## config.mk

```make
export PLATFORM = sky130hd
export DESIGN_NAME = mac_rx_framer
export DESIGN_NICKNAME = d
export VERILOG_FILES = /design/src/rtl/mac_rx_framer_pkg.sv /design/src/rtl/mac_rx_sat_counter.sv /design/src/rtl/mac_rx_framer.sv
export SDC_FILE = /design/constraint.sdc
export NUM_CORES = 1
export LEC_CHECK = 0
export CAP_MARGIN = 15
export CORE_MARGIN = 1.5
export CORE_UTILIZATION = 48
export CTS_CLUSTER_SIZE = 20
export DETAILED_ROUTE_END_ITERATION = 16
export PLACE_DENSITY = 0.76
export SLEW_MARGIN = 20
export SYNTH_ARGS = -nofsm -noshare
export SYNTH_HDL_FRONTEND = slang
export SYNTH_SLANG_ARGS = --single-unit
```

## constraint.sdc

```tcl
create_clock -name rx_clk -period 2.7 [get_ports rx_clk]
set_input_delay 0.27 -clock rx_clk [delete_from_list [all_inputs] [get_ports rx_clk]]
set_output_delay 0.27 -clock rx_clk [all_outputs]
set_load 0.01 [all_outputs]
```

## src/rtl/mac_rx_framer_pkg.sv

```systemverilog
// mac_rx_framer_pkg
//   Constants and types shared by the MAC receive framer. The byte codes are
//   the same ones the GMII reconciliation sublayer uses.
//   Contents: rx_state_t framer state enum, GMII control byte codes, and a
//   helper that decodes the carrier-extend error pattern.
package mac_rx_framer_pkg;

    typedef enum logic [1:0] {
        IDLE,
        PREAMBLE,
        DATA,
        DROP
    } rx_state_t;

    localparam logic [7:0] PREAMBLE_BYTE = 8'h55;
    localparam logic [7:0] SFD_BYTE      = 8'hD5;
    localparam logic [7:0] EXT_BYTE      = 8'h0F;
    localparam logic [7:0] EXT_ERR_BYTE  = 8'h1F;

    // Carrier-extend error: rx_dv low, rx_er high, rxd = 0x1F.
    function automatic logic is_ext_err(input logic dv, input logic er, input logic [7:0] d);
        return !dv && er && (d == EXT_ERR_BYTE);
    endfunction

endpackage

```

## src/rtl/mac_rx_sat_counter.sv

```systemverilog
// mac_rx_sat_counter
//   CNT_W-wide counter that increments on inc and sticks at all-ones.
//   Ports:
//     rx_clk  in   1      clock, rising edge
//     rst_n   in   1      asynchronous active-low reset, clears the count
//     inc     in   1      increment request
//     cnt     out  CNT_W  current count
module mac_rx_sat_counter
    import mac_rx_framer_pkg::*;
#(
    parameter int unsigned CNT_W = 16
) (
    input  logic             rx_clk,
    input  logic             rst_n,
    input  logic             inc,
    output logic [CNT_W-1:0] cnt
);

    always_ff @(posedge rx_clk or negedge rst_n) begin
        if (!rst_n) begin
            cnt <= '0;
        end else if (inc && (cnt != '1)) begin
            cnt <= cnt + 1'b1;
        end
    end

endmodule

```

## src/rtl/mac_rx_framer.sv

```systemverilog
// mac_rx_framer
//   MAC receive framing stage on the GMII rx_clk domain. Strips preamble/SFD,
//   delimits frames with sof/eof, counts frame length, flags bad frames,
//   reports carrier-extend errors and keeps frame/error statistics.
//   Ports:
//     rx_clk      in   1      GMII receive clock, rising edge
//     rst_n       in   1      asynchronous active-low reset
//     rxd         in   8      GMII receive data
//     rx_dv       in   1      GMII receive data valid
//     rx_er       in   1      GMII receive error
//     rx_data     out  8      frame byte (holds last value when rx_valid=0)
//     rx_valid    out  1      rx_data valid this cycle
//     rx_sof      out  1      first byte of frame
//     rx_eof      out  1      last byte of frame
//     rx_frm_err  out  1      frame bad, valid with rx_eof
//     rx_len      out  CNT_W  bytes emitted for the frame, valid with rx_eof
//     ext_err     out  1      single-cycle carrier-extend error pulse
//     frame_cnt   out  CNT_W  frames delivered, saturating
//     err_cnt     out  CNT_W  bad frames + dropped preambles, saturating
module mac_rx_framer
    import mac_rx_framer_pkg::*;
#(
    parameter int unsigned MIN_LEN = 64,
    parameter int unsigned MAX_LEN = 1518,
    parameter int unsigned CNT_W   = 16
) (
    input  logic             rx_clk,
    input  logic             rst_n,
    input  logic [7:0]       rxd,
    input  logic             rx_dv,
    input  logic             rx_er,
    output logic [7:0]       rx_data,
    output logic             rx_valid,
    output logic             rx_sof,
    output logic             rx_eof,
    output logic             rx_frm_err,
    output logic [CNT_W-1:0] rx_len,
    output logic             ext_err,
    output logic [CNT_W-1:0] frame_cnt,
    output logic [CNT_W-1:0] err_cnt
);

    localparam logic [CNT_W-1:0] MIN_L = CNT_W'(MIN_LEN);
    localparam logic [CNT_W-1:0] MAX_L = CNT_W'(MAX_LEN);

    // Reset asserts asynchronously, releases on a clock edge.
    logic rst_meta_n;
    logic rst_sync_n;

    always_ff @(posedge rx_clk or negedge rst_n) begin
        if (!rst_n) begin
            rst_meta_n <= 1'b0;
            rst_sync_n <= 1'b0;
        end else begin
            rst_meta_n <= 1'b1;
            rst_sync_n <= rst_meta_n;
        end
    end

    rx_state_t        state;
    rx_state_t        state_next;

    logic [7:0]       hold_data;
    logic             hold_valid;
    logic [CNT_W-1:0] len;
    logic [CNT_W-1:0] len_inc;
    logic             err_seen;
    logic             first_pending;

    logic             emit;
    logic             emit_eof;
    logic             trunc;
    logic             load_hold;
    logic             start_frame;
    logic             drop_err;
    logic             frm_err_next;

    assign len_inc = len + 1'b1;

    always_ff @(posedge rx_clk or negedge rst_sync_n) begin
        if (!rst_sync_n) begin
            state <= IDLE;
        end else begin
            state <= state_next;
        end
    end

    always_comb begin
        state_next  = state;
        emit        = 1'b0;
        emit_eof    = 1'b0;
        trunc       = 1'b0;
        load_hold   = 1'b0;
        start_frame = 1'b0;
        drop_err    = 1'b0;

        unique case (state)
            IDLE: begin
                if (rx_dv) begin
                    if (!rx_er && rxd == PREAMBLE_BYTE) begin
                        state_next = PREAMBLE;
                    end else if (!rx_er && rxd == SFD_BYTE) begin
                        state_next  = DATA;
                        start_frame = 1'b1;
                    end else begin
                        state_next = DROP;
                        drop_err   = 1'b1;
                    end
                end
            end
            PREAMBLE: begin
                if (!rx_dv) begin
                    state_next = IDLE;
                    drop_err   = 1'b1;
                end else if (rx_er) begin
                    state_next = DROP;
                    drop_err   = 1'b1;
                end else if (rxd == SFD_BYTE) begin
                    state_next  = DATA;
                    start_frame = 1'b1;
                end else if (rxd != PREAMBLE_BYTE) begin
                    state_next = DROP;
                    drop_err   = 1'b1;
                end
            end
            DATA: begin
                if (rx_dv) begin
                    load_hold = 1'b1;
                    if (hold_valid) begin
                        emit = 1'b1;
                        // Byte MAX_LEN goes out while more data is still
                        // arriving: close the frame here and discard the rest.
                        if (len_inc == MAX_L) begin
                            emit_eof   = 1'b1;
                            trunc      = 1'b1;
                            load_hold  = 1'b0;
                            state_next = DROP;
                        end
                    end
                end else begin
                    state_next = IDLE;
                    if (hold_valid) begin
                        emit     = 1'b1;
                        emit_eof = 1'b1;
                    end else begin
                        // SFD followed directly by end of carrier.
                        drop_err = 1'b1;
                    end
                end
            end
            DROP: begin
                if (!rx_dv) begin
                    state_next = IDLE;
                end
            end
            default: state_next = IDLE;
        endcase
    end

    assign frm_err_next = err_seen || (len_inc < MIN_L) || trunc;

    always_ff @(posedge rx_clk or negedge rst_sync_n) begin
        if (!rst_sync_n) begin
            rx_data       <= '0;
            rx_valid      <= 1'b0;
            rx_sof        <= 1'b0;
            rx_eof        <= 1'b0;
            rx_frm_err    <= 1'b0;
            rx_len        <= '0;
            ext_err       <= 1'b0;
            hold_data     <= '0;
            hold_valid    <= 1'b0;
            len           <= '0;
            err_seen      <= 1'b0;
            first_pending <= 1'b0;
        end else begin
            rx_valid   <= emit;
            rx_sof     <= emit && first_pending;
            rx_eof     <= emit_eof;
            rx_frm_err <= emit_eof && frm_err_next;
            ext_err    <= is_ext_err(rx_dv, rx_er, rxd);

            if (emit) begin
                rx_data <= hold_data;
            end
            if (emit_eof) begin
                rx_len <= len_inc;
            end

            // The one-byte hold lets eof ride on the last byte: a byte is
            // only released once the next cycle shows whether it was last.
            hold_valid <= load_hold;
            if (load_hold) begin
                hold_data <= rxd;
            end

            if (start_frame) begin
                len           <= '0;
                err_seen      <= 1'b0;
                first_pending <= 1'b1;
            end else begin
                if (emit) begin
                    len           <= len_inc;
                    first_pending <= 1'b0;
                end
                if (load_hold && rx_er) begin
                    err_seen <= 1'b1;
                end
            end
        end
    end

    mac_rx_sat_counter #(.CNT_W(CNT_W)) u_frame_cnt (
        .rx_clk (rx_clk),
        .rst_n  (rst_sync_n),
        .inc    (emit_eof),
        .cnt    (frame_cnt)
    );

    mac_rx_sat_counter #(.CNT_W(CNT_W)) u_err_cnt (
        .rx_clk (rx_clk),
        .rst_n  (rst_sync_n),
        .inc    (drop_err || (emit_eof && frm_err_next)),
        .cnt    (err_cnt)
    );

endmodule

```

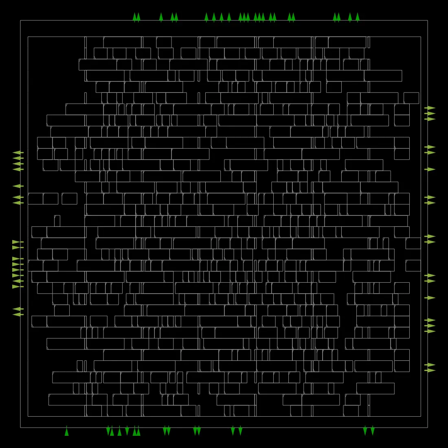
**Above:** cell outlines without signal wires.
CORE AREA: 0.008848 mm²
Seq area share: 0.3985
Seq cells: 92

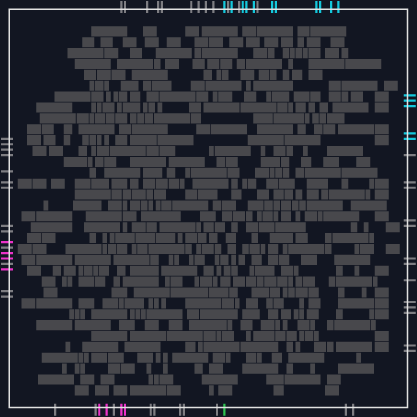
**Above:** pin placement.
(4 px per µm) Pins as bars across the die edge, other pins in gray.
color	port	pins	direction	edge
green	`rx_sof`	1	output	south
cyan	`frame_cnt`	16	output	11 north, 5 east
magenta	`rxd`	8	input	4 south, 4 west

[sequential cells by signal (all words and copies together), names as in the netlist, 2 cells and up]
signal	flops
hold_data	8
len	16
rx_data	8
rx_len	16
state	2
u_err_cnt.cnt	16
u_frame_cnt.cnt	16
[final cells by class]
| cell class | count | area, µm² |
|---|---|---|
| Clock inverter | 5 | 37.54 |
| Multi-Input combinational cell | 313 | 2077 |
| Fill cell | 698 | 3049 |
| Sequential cell | 92 | 2311 |
| Timing Repair Buffer | 112 | 1057 |
| Tap cell | 108 | 135.1 |
| Clock buffer | 11 | 141.4 |
| Inverter | 10 | 40.04 |
[kinds of logic (layout without fill, tap and decap cells)]
group	count (synthesis)	count (layout)	synth area share
other	1	1	0.0008445
buffers and inverters	34	138	0.04170
XOR/XNOR	56	56	0.1105
flip-flops	92	92	0.5185
adder cells (fa/ha/maj)	5	5	0.01409
AND-OR/OR-AND	41	41	0.06368
AND/OR/NAND/NOR	198	198	0.2206
multiplexers	12	12	0.03015
[layout by cell type (no fill, tap or decap), types with 4 or more instances in the layout]
cell type        count
a21oi_1              4
and2_1               4
and3_1               5
buf_4               36
clkbuf_8            10
clkdlybuf4s50_1     72
dfrtp_1             87
dfrtp_2              4
ha_1                 4
inv_1                8
mux2_2               9
nand2_1             64
nand3_1             27
nand3_2              4
nand4_1              9
nor2_1              41
nor3_1              10
o21ai_0              4
o21ai_1             13
xnor2_1             30
xor2_1              25
[worst min-delay path by stage]
stage	start	end	slack, ps	cells after the start
detailed placement	rst_meta_n	rst_sync_n	340	0
global placement	rst_meta_n	rst_sync_n	340	0
CTS	rst_n	rst_sync_n	50	1
global route	rst_n	rst_sync_n	50	1
finish	rst_n	rst_sync_n	70	1
floorplan	rst_n	rst_meta_n	-30	0
==> impl_metrics.toml <==
# yosys + openroad results
[worst_setup_path]
startpoint = "len[0]"
critPathTopFamily = "simple AND/OR/NAND/NOR gates"
path_max_fanout = 8
crit_end = "u_frame_cnt.cnt[13]"
cpMaxStageDelayCell = "or4_4"
arrival_ps = 2930
cp.required_ps = 2990
path_class = "register to register"
crit_buf_inv = 0
r2r_cells = 10
r2r-end = "u_frame_cnt.cnt[13]"

[final_timing]
tns_ps = 0
holdWs_ps = 66.44
max_slew.worst_pin.slew_ps = 566.9
fin_crit_ps = 2642
finalCritPeriodShare = 0.9786
rsz0062_at_grt = "yes"
setup_slack_ps = 57.74
finClkSkew_ps = 18.81
hold_viol_final = 0

[pwr]
pg_clk_mw = 0.839
combPwrFrac = 0.406
power.density_mw_per_mm2 = 845.0
intPower_mw = 3.151
finalPower_mw = 4.900
maxPowerGroup = "sequential cells"
seqPwrFrac = 0.423
power_leakage_nw = 2.506
p_switching_mw = 1.749
comb_power_mw = 1.99
pg_seq_mw = 2.07

[yosys]
async_flop_share = 1.000
syn_area_per_cell_um2 = 10.12
ys_cells = 439
synth.most_common_cell = "dfrtp_1"
yosysChipArea_mm2 = 0.004441
edf_count = 0
ys_top_cells_by_count = "92 x dfrtp_1, 66 x nand2_1, 44 x nor2_1"
synth.area.top_cells = "dfrtp_1 52%, xnor2_1 5.9%, nand2_1 5.6%, xor2_1 5.1%, nor2_1 3.7%"
synth_cell_types = 58
yosysSeqAreaShare = 0.5185
synth_cells = 439
syn_area_mm2 = 0.004441
syn_nets = 456
top_cell_area_share = 0.5185

[global_routing]
grt_pass1_wl_mm = 16.06
antenna_found_initial = 0
grtUsageMet3 = 0.02952
grt_pass1_vias = 3377
overflow = 0
met2_usage = 0.3347
grt_max_degree = 48

[floorplan]
die_y_um = 99.18
boundaryPins = 73
chipArea_mm2 = 0.009837
num_rows = 34
floorplanUtilization = 0.5018

[detailed_routing]
topRoutingLayerUsed = "met4"
drt_iter0_drc = 168
ant_nets = 0
drt-wirelength-per-cell_um = 14.35
wirelength_mm = 9.343
wl_met3_um = 315
wl_met1_mm = 4.398
drt-pass1-iter-count = 4

[placement]
dp.cells = 632
io_buffers = 72
place_hpwl_mm = 6.627
preCtsSetupSlack_ps = -20.03

[cells_and_area]
fin_area_mm2 = 0.005799
nets = 555
drive_above_1_share = 0.1915
num_antenna_cells = 0
fin_util = 0.6554

[cts]
post_cts_buffers = 0
cts-buffers-inserted = 9
cts_root_buf = "clkbuf_8"
cts_tree = "done"
postCtsHoldBufs = 0
cts_htree_levels = 3
cts_sinks = 92
clk_path_buf_depth = 2
clock_latency_ps = 360

[status]
outcome = "finished clean"

[worst_hold_path]
hold_class = "primary input to asynchronous set/reset pin"

[job]
drv_cap = 0
warning_count = 30
